==> config.mk <==
export PLATFORM = sky130hd
export DESIGN_NAME = ips2l_pcie_dma_rx_mwr_wr_ctrl
export DESIGN_NICKNAME = d
export VERILOG_FILES = /design/src/rtl/ips2l_pcie_dma_pkg.sv /design/src/rtl/ips2l_pcie_dma_be_gen.sv /design/src/rtl/ips2l_pcie_dma_rx_mwr_wr_ctrl.sv
export SDC_FILE = /design/constraint.sdc
export NUM_CORES = 1
export LEC_CHECK = 0
export CAP_MARGIN = 20
export CORE_ASPECT_RATIO = 0.6
export CORE_MARGIN = 4
export CORE_UTILIZATION = 51
export CTS_CLUSTER_SIZE = 40
export DETAILED_ROUTE_END_ITERATION = 16
export GPL_TIMING_DRIVEN = 0
export PLACE_DENSITY = 0.89
export SKIP_CTS_REPAIR_TIMING = 1
export SLEW_MARGIN = 20
export SYNTH_ARGS = -nofsm -noshare
export SYNTH_HDL_FRONTEND = slang
export SYNTH_SLANG_ARGS = --single-unit
export TNS_END_PERCENT = 50
==> constraint.sdc <==
create_clock -name clk -period 11.54 [get_ports clk]
set_input_delay 2.308 -clock clk [delete_from_list [all_inputs] [get_ports clk]]
set_output_delay 2.308 -clock clk [all_outputs]
set_load 0.02 [all_outputs]
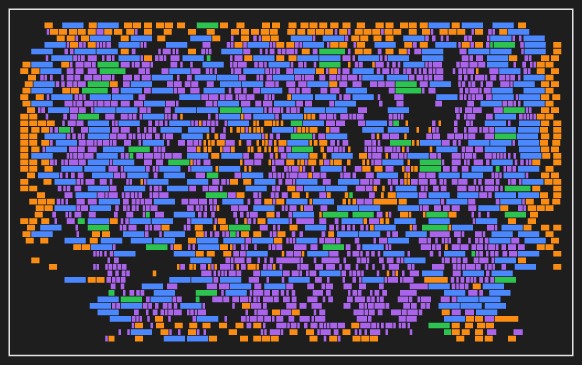
run_1/class_map.png
legend:
  orange:
    class: remaining buffers and delay cells
    cells: 450
    share_of_their_area: 19%
  green:
    class: clock drivers and dummy loads
    cells: 52
    share_of_their_area: 5.3%
  blue:
    class: registers
    cells: 290
    share_of_their_area: 36%
  purple:
    class: remaining logic cells
    cells: 1245
    share_of_their_area: 39%
Core Area: 30100 um2
utilization after layout: 68.2%
row count: 49
flop share of the area: 35.4%

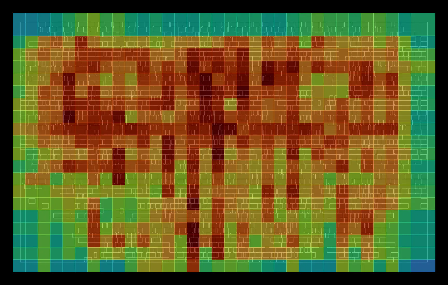
run_1/congestion_map.png
Most Used Layer, Global Route: met2
Total GRT Usage: 36.7%
GR Layer Usage met2: 52.0%
WL/cell: 26.1 um

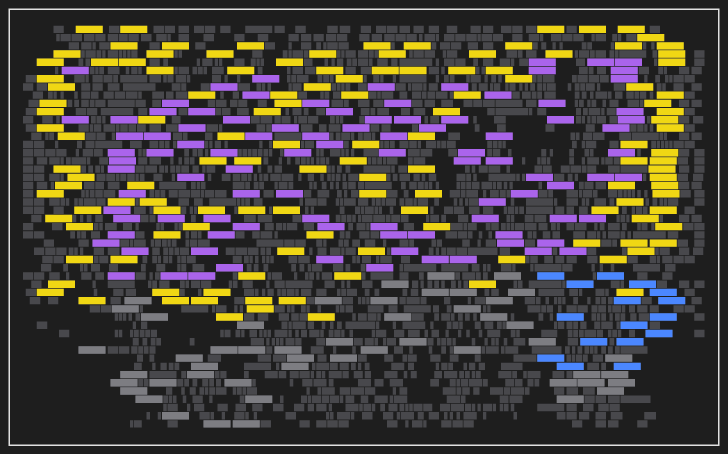
run_1/ff_map.png
Other sequential cells in the stronger gray, the rest of the logic in the fainter gray.
legend:
  purple:
    signal: prev_q
    sequential_cells: 96
  yellow:
    signal: o_bar_wr_data
    sequential_cells: 128
  blue:
    signal: o_bar_wr_be
    sequential_cells: 16
P_seq: 1830 uW
register area: 7260 um2

==> out/results.tsv, run 1 <==
metric	value	unit
num_io_pins	372	
synthAoiAreaFrac	22.7	%
area_growth	30.9	%
power_density	301	nW/um2
seqPwrFrac	29.6	%
switchingPower	2780	uW
clk_pin_slew	0.07	ns
timing.final.max_slew_violations	0	
outcome	completed	
logic_family	AND-OR/OR-AND gates	
syn-num-nets	1916	
cp.arrival	6.68	ns
critPathSlowestCell	clkdlybuf4s50_1	
via_per_inst	6.62	
path_cells	clkdlybuf4s50_1, inv_1, ha_1, and3_1, nand3_1, nand2_1, ha_1, or3_1, o2111ai_1, a31oi_1, o21bai_1, xor2_1, ha_1, a21o_1, a21oi_1, o21ai_0, a22o_1	
dp_cells	2393	
clock_path_buffers	3	
cpLargestDelayFamily	AND-OR/OR-AND gates	
p_comb_share	53.0	%
power	6170	uW
reg2regPathDepth	7	
dr.pass1.iters	9	
wl_met2	26.2	mm
ys_area	15700	um2
dp_hpwl	46.8	mm
lay_top_cells	clkdlybuf4s50_1 (317), dfrtp_1 (290), nor2_1 (196)	
critPathMaxFanout	10	
drt_iter0_drc	2656	
initCoreUtil	52.1	%
gp_congestion	1.01	
period_used_share	53.9	%
cts_tree	yes	
buffers	450	
fp.dieH	144	um
die_w	234	um
pg_clk	1070	uW
post-route-min-period	6.22	ns
path_class	in -> reg	
cp.depth	17	
==> inputs of run 2 (changes only) <==
- CORE_UTILIZATION: 51 -> 46
- PLACE_DENSITY: 0.89 -> 0.85
- clock period: 11.54 -> 5.1 ns (I/O delays scaled with it)
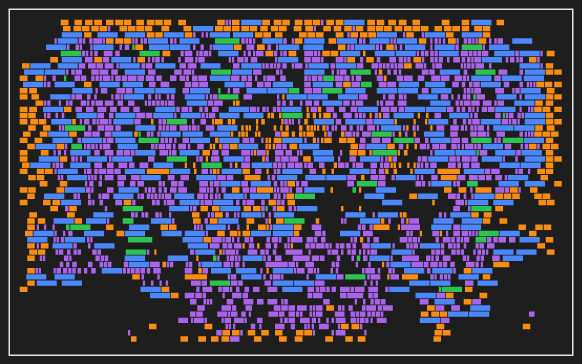
run_2/class_map.png
legend:
  blue:
    class: registers
    cells: 290
    share_of_their_area: 36%
  purple:
    class: remaining logic cells
    cells: 1245
    share_of_their_area: 39%
  orange:
    class: remaining buffers and delay cells
    cells: 457
    share_of_their_area: 20%
  green:
    class: clock drivers and dummy loads
    cells: 52
    share_of_their_area: 4.8%
Core Area: 33600 um2
utilization after layout: 61.4%
flop share of the area: 35.2%
row count: 52
Finished Cell Area: 20600 um2

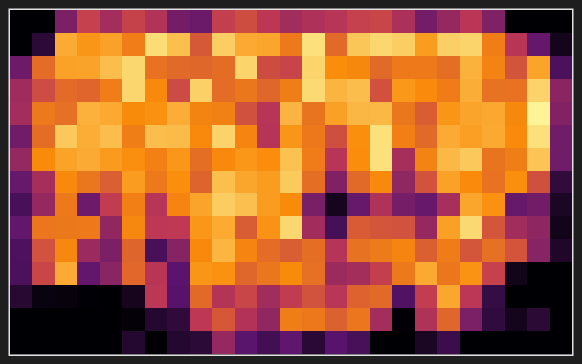
run_2/util_map.png
The die is cut into 25 by 15 equal tiles; black is low, pale yellow is high, 0 to 100% covered.
tiles over 75% full: 26%
emptiest ninth of the die: south-west
mean over tiles: 54%
fullest tile: 98%
floorplan core density: 46.6%

==> run 2 against run 1 <==
  * Critical path depth stayed put
  * Cell count is 2.5% higher
  * Design area increased by 0.57%
  * Via count decreased by 1.6%
  * Core utilization decreased by 6.8 points
  * Sequential power is 130% higher
  * Synthesized area unchanged
  * Synthesized cell count is the same
  * Combinational power is 130% higher
  * Routed wire length is essentially flat
  * Global-route usage down 3.5 points
  * Critical endpoint unchanged
==> out/results.tsv, run 2 <==
metric	value	unit
wire_per_inst	25.4	um
outcome	completed	
fp.dieH	151	um
cts_tree	yes	
via_per_inst	6.36	
pg_clk	2250	uW
dr.pass1.iters	6	
power_density	666	nW/um2
seqPwrFrac	30.0	%
grtUsageTotal	33.2	%
critPathSlowestCell	clkdlybuf4s50_1	
clk_pin_slew	0.07	ns
period_used_share	93.7	%
dp_cells	2451	
dp_hpwl	47.9	mm
drt_iter0_drc	2416	
p_comb_share	53.7	%
wl_met2	26.3	mm
die_w	246	um
ys_area	15700	um2
cp.depth	17	
path_cells	clkdlybuf4s50_1, inv_1, ha_1, and3_1, nand3_1, nand2_1, ha_1, or3_1, o2111ai_1, a31oi_1, o21bai_1, xor2_1, ha_1, a21o_1, a21oi_1, o21ai_0, a22o_1	
post-route-min-period	4.78	ns
cpLargestDelayFamily	AND-OR/OR-AND gates	
logic_family	AND-OR/OR-AND gates	
lay_top_cells	clkdlybuf4s50_1 (317), dfrtp_1 (290), nor2_1 (196)	
switchingPower	6220	uW
buffers	457	
timing.final.max_slew_violations	0	
gr-usage-met2	47.6	%
reg2regPathDepth	7	
cp.arrival	5.24	ns
power	13700	uW
num_io_pins	372	
critPathMaxFanout	10	
crit_required	5.56	ns
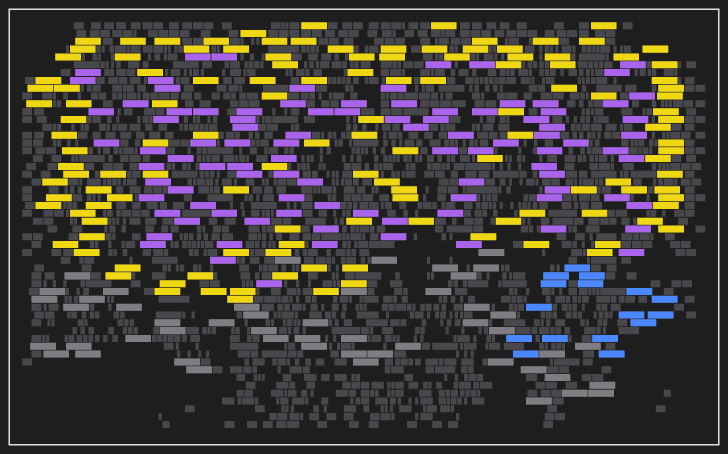
run_2/ff_map.png
Other sequential cells in the stronger gray, the rest of the logic in the fainter gray.
legend:
  purple:
    signal: prev_q
    sequential_cells: 96
  blue:
    signal: o_bar_wr_be
    sequential_cells: 16
  yellow:
    signal: o_bar_wr_data
    sequential_cells: 128
not colored: 50
P_seq: 4120 uW

No activity file was given, so power comes from the tool's default toggle rates.
